Figure 1. Sequential cells grouped by signal name.
Scale bar: 20 um.
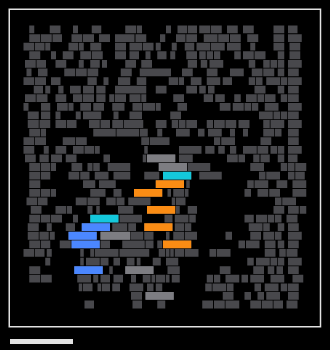
Figure 2. Clock nets.
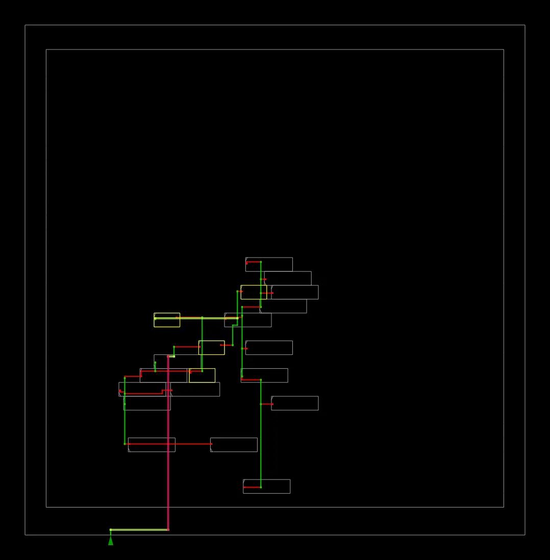
Figure 3. Layout detail.
Region (58, 10) to (88, 40) um. Cells in grey, sequential cells in the stronger grey; small squares are vias.
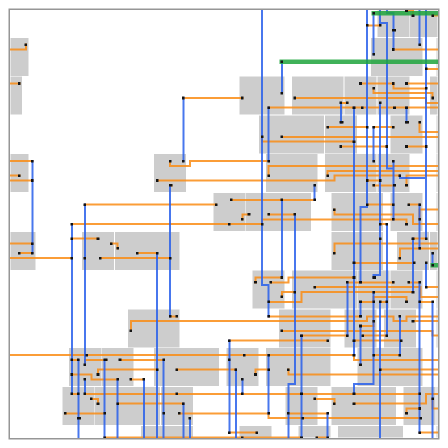
Figure 4. Clock distribution.
Scale bar: 20 um.
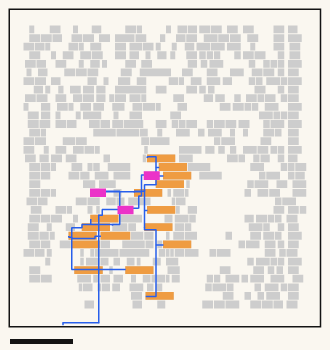
==> src/rtl/carus_sram_arbiter.sv <==
// Two-port OBI-style arbiter in front of a single-port 32-bit SRAM, with
// idle-driven retention entry and a fixed-length wake stall before re-granting.
//
// state     | meaning
// ACTIVE    | SRAM powered, requests granted round-robin in the address phase
// RETENTIVE | SRAM in retention, requests stalled until one is seen
// WAKE      | leaving retention, requests stalled for WAKE_CYCLES cycles
module carus_sram_arbiter #(
    parameter int unsigned NUM_WORDS       = 1024,
    parameter int unsigned RET_IDLE_CYCLES = 16,
    parameter int unsigned WAKE_CYCLES     = 2,
    localparam int unsigned AddrWidth      = (NUM_WORDS > 1) ? $clog2(NUM_WORDS) : 1
) (
    input  logic                 clk_i,
    input  logic                 rst_ni,

    input  logic                 p0_req_i,
    input  logic                 p0_we_i,
    input  logic [AddrWidth-1:0] p0_addr_i,
    input  logic [31:0]          p0_wdata_i,
    input  logic [3:0]           p0_be_i,
    output logic                 p0_gnt_o,
    output logic                 p0_rvalid_o,
    output logic [31:0]          p0_rdata_o,

    input  logic                 p1_req_i,
    input  logic                 p1_we_i,
    input  logic [AddrWidth-1:0] p1_addr_i,
    input  logic [31:0]          p1_wdata_i,
    input  logic [3:0]           p1_be_i,
    output logic                 p1_gnt_o,
    output logic                 p1_rvalid_o,
    output logic [31:0]          p1_rdata_o,

    output logic                 mem_req_o,
    output logic                 mem_we_o,
    output logic [AddrWidth-1:0] mem_addr_o,
    output logic [31:0]          mem_wdata_o,
    output logic [3:0]           mem_be_o,
    input  logic [31:0]          mem_rdata_i,
    output logic                 mem_set_retentive_no
);

    localparam int unsigned IdleW = (RET_IDLE_CYCLES > 0) ? $clog2(RET_IDLE_CYCLES + 1) : 1;
    localparam logic [IdleW-1:0] IdleThr  = IdleW'(RET_IDLE_CYCLES);
    localparam logic [IdleW-1:0] IdleMax  = '1;
    localparam logic [3:0]       WakeLast = 4'(WAKE_CYCLES - 1);
    localparam bit               RetEn    = (RET_IDLE_CYCLES != 0);

    localparam logic [1:0] ST_ACTIVE = 2'd0;
    localparam logic [1:0] ST_RET    = 2'd1;
    localparam logic [1:0] ST_WAKE   = 2'd2;

    logic [1:0]       state_q, state_d;
    logic [IdleW-1:0] idle_q, idle_d;
    logic [3:0]       wake_q, wake_d;
    logic             last_q, last_d;
    logic [1:0]       rvalid_q, rvalid_d;
    logic [1:0]       rd_q, rd_d;

    logic any_req;
    logic gnt0, gnt1;
    logic idle_cond;

    assign any_req = p0_req_i | p1_req_i;

    // last_q == 1 means port 1 was granted last, so port 0 wins a conflict
    always_comb begin
        gnt0 = 1'b0;
        gnt1 = 1'b0;
        if (rst_ni && state_q == ST_ACTIVE) begin
            gnt0 = p0_req_i & (~p1_req_i | last_q);
            gnt1 = p1_req_i & (~p0_req_i | ~last_q);
        end
    end

    assign idle_cond = (state_q == ST_ACTIVE) && !any_req && (rvalid_q == 2'b00);

    always_comb begin
        state_d = state_q;
        idle_d  = '0;
        wake_d  = '0;
        case (state_q)
            ST_ACTIVE: begin
                if (idle_cond) begin
                    if (RetEn && idle_q == IdleThr) begin
                        state_d = ST_RET;
                    end else begin
                        idle_d = (idle_q == IdleMax) ? idle_q : idle_q + 1'b1;
                    end
                end
            end
            ST_RET: begin
                if (any_req) begin
                    state_d = ST_WAKE;
                end
            end
            ST_WAKE: begin
                if (wake_q == WakeLast) begin
                    state_d = ST_ACTIVE;
                end else begin
                    wake_d = wake_q + 1'b1;
                end
            end
            default: state_d = ST_ACTIVE;
        endcase
    end

    always_comb begin
        last_d   = gnt1 ? 1'b1 : (gnt0 ? 1'b0 : last_q);
        rvalid_d = {gnt1, gnt0};
        rd_d     = {gnt1 & ~p1_we_i, gnt0 & ~p0_we_i};
    end

    always_ff @(posedge clk_i or negedge rst_ni) begin
        if (!rst_ni) begin
            state_q  <= ST_ACTIVE;
            idle_q   <= '0;
            wake_q   <= '0;
            last_q   <= 1'b1;
            rvalid_q <= 2'b00;
            rd_q     <= 2'b00;
        end else begin
            state_q  <= state_d;
            idle_q   <= idle_d;
            wake_q   <= wake_d;
            last_q   <= last_d;
            rvalid_q <= rvalid_d;
            rd_q     <= rd_d;
        end
    end

    always_comb begin
        mem_req_o   = gnt0 | gnt1;
        mem_we_o    = 1'b0;
        mem_addr_o  = '0;
        mem_wdata_o = '0;
        mem_be_o    = 4'h0;
        if (gnt1) begin
            mem_we_o    = p1_we_i;
            mem_addr_o  = p1_addr_i;
            mem_wdata_o = p1_wdata_i;
            mem_be_o    = p1_we_i ? p1_be_i : 4'hF;
        end else if (gnt0) begin
            mem_we_o    = p0_we_i;
            mem_addr_o  = p0_addr_i;
            mem_wdata_o = p0_wdata_i;
            mem_be_o    = p0_we_i ? p0_be_i : 4'hF;
        end
    end

    assign p0_gnt_o    = gnt0;
    assign p1_gnt_o    = gnt1;
    assign p0_rvalid_o = rvalid_q[0];
    assign p1_rvalid_o = rvalid_q[1];
    assign p0_rdata_o  = (rvalid_q[0] && rd_q[0]) ? mem_rdata_i : 32'h0;
    assign p1_rdata_o  = (rvalid_q[1] && rd_q[1]) ? mem_rdata_i : 32'h0;

    assign mem_set_retentive_no = (state_q != ST_RET);

endmodule
==> config.mk <==
export PLATFORM = sky130hd
export DESIGN_NAME = carus_sram_arbiter
export DESIGN_NICKNAME = d
export VERILOG_FILES = /design/src/rtl/carus_sram_arbiter.sv
export SDC_FILE = /design/constraint.sdc
export NUM_CORES = 1
export LEC_CHECK = 0
export CAP_MARGIN = 5
export CORE_AREA = 4 4 94 96
export DETAILED_ROUTE_END_ITERATION = 7
export DIE_AREA = 0 0 98 100
export GPL_ROUTABILITY_DRIVEN = 0
export PLACE_DENSITY_LB_ADDON = 0.1
export SYNTH_ARGS = -nofsm -noshare
export SYNTH_HDL_FRONTEND = slang
export SYNTH_SLANG_ARGS = --single-unit
export TNS_END_PERCENT = 5
==> constraint.sdc <==
create_clock -name clk_i -period 1.9 [get_ports clk_i]
set_input_delay 0.38 -clock clk_i [delete_from_list [all_inputs] [get_ports clk_i]]
set_output_delay 0.38 -clock clk_i [all_outputs]
set_load 0.005 [all_outputs]
==> summary.txt <==
impl run done, here's what came out: status finished, violations left, failing checks setup timing, die height roughly 100 um, Yosys reg bits 16, setup violators final between 40 and 50, metal2 WL between 5 and 6 mm, final worst setup slack -167.4 ps, final total power 1548 uW, Worst setup EP type primary output, Combinational Gates about 160, M1 wire length 4.358 mm, met2 Use GR 38.12%, Worst Reg-to-Reg Cells 6, GRT Total Usage 20.26%, largest net degree at the start of global routing 36, DRT Wirelength approximately 11 mm, R2R Path End idle_q[3], via count 2741, DR WL met3 883 um, highest metal used met4
## Picture notes: Figure 1
netlist name	colour	sequential cells
wake_q	blue	4
idle_q	orange	5
rvalid_q	cyan	2

## Picture notes: Figure 2
Latency at later pin: 250 ps
flip-flops: 16
clock network power: 296 uW
Sink Count: 16

## Picture notes: Figure 3
layer	colour
M3	green
M1	orange
M2	blue
sequential cells in the window	0
most frequent	and3_1 (23), dlymetal6s2s_1 (9), clkdlybuf4s50_1 (8)
cells with their middle in the window	41

## Picture notes: Figure 4
[clock-net drivers] magenta | count: 3
[flip-flops] orange | count: 16
[clock wires] blue | length: 229 um
routed clock nets	4
clock network power share: 19.1%
Final Skew: 3.919 ps

[worst max-delay path, cell delays in order (launching register included)]
cell,delay (ps)
dfrtp_1,400
nor2_4,170
buf_6,130
o2111ai_4,120
buf_12,190
buf_12,150
inv_16,60
a22o_1,120
buf_2,110
[kinds of logic after synthesis]
logic type | count (synthesis) | share of synthesized area [%]
flip-flops | 16 | 22.98
multiplexers | 2 | 1.145
AND-OR/OR-AND | 52 | 26.56
AND/OR/NAND/NOR | 98 | 34.36
XOR/XNOR | 5 | 2.506
buffers and inverters | 28 | 8.876
adder cells (fa/ha/maj) | 5 | 3.579
[placed cells by master (no fill, tap or decap), types with 2 or more instances in the layout]
| cell | instances |
|---|---|
| clkdlybuf4s50_1 | 145 |
| and3_1 | 65 |
| buf_2 | 44 |
| a22o_1 | 39 |
| dlymetal6s2s_1 | 38 |
| dfrtp_1 | 15 |
| buf_4 | 15 |
| dlygate4sd2_1 | 14 |
| nor2_1 | 13 |
| nor2b_1 | 9 |
| buf_6 | 9 |
| buf_12 | 7 |
| inv_1 | 5 |
| ha_1 | 5 |
| o22ai_2 | 4 |
| clkbuf_8 | 4 |
| a22o_4 | 3 |
| xor2_1 | 3 |
| inv_16 | 2 |
| xnor2_1 | 2 |
| nand3_1 | 2 |
| mux2i_1 | 2 |
| buf_16 | 2 |
| buf_8 | 2 |
[report_power, final]
| part | switching (uW) | leakage, uW | total (uW) | internal (uW) |
|---|---|---|---|---|
| clock | 113 | 0.0000288 | 296 | 184 |
| sequential | 13.4 | 0.000217 | 374 | 360 |
| combinational | 337 | 0.00270 | 878 | 541 |
[timing repair]
action                     in CTS  in global routing
gates cloned                    5                  0
buffers inserted                9                  1
setup endpoints to repair      60                 97
pin swaps                      37                  7
gates resized                 240                 41
Power figures rest on the tool's default switching activity, not on a simulated workload.
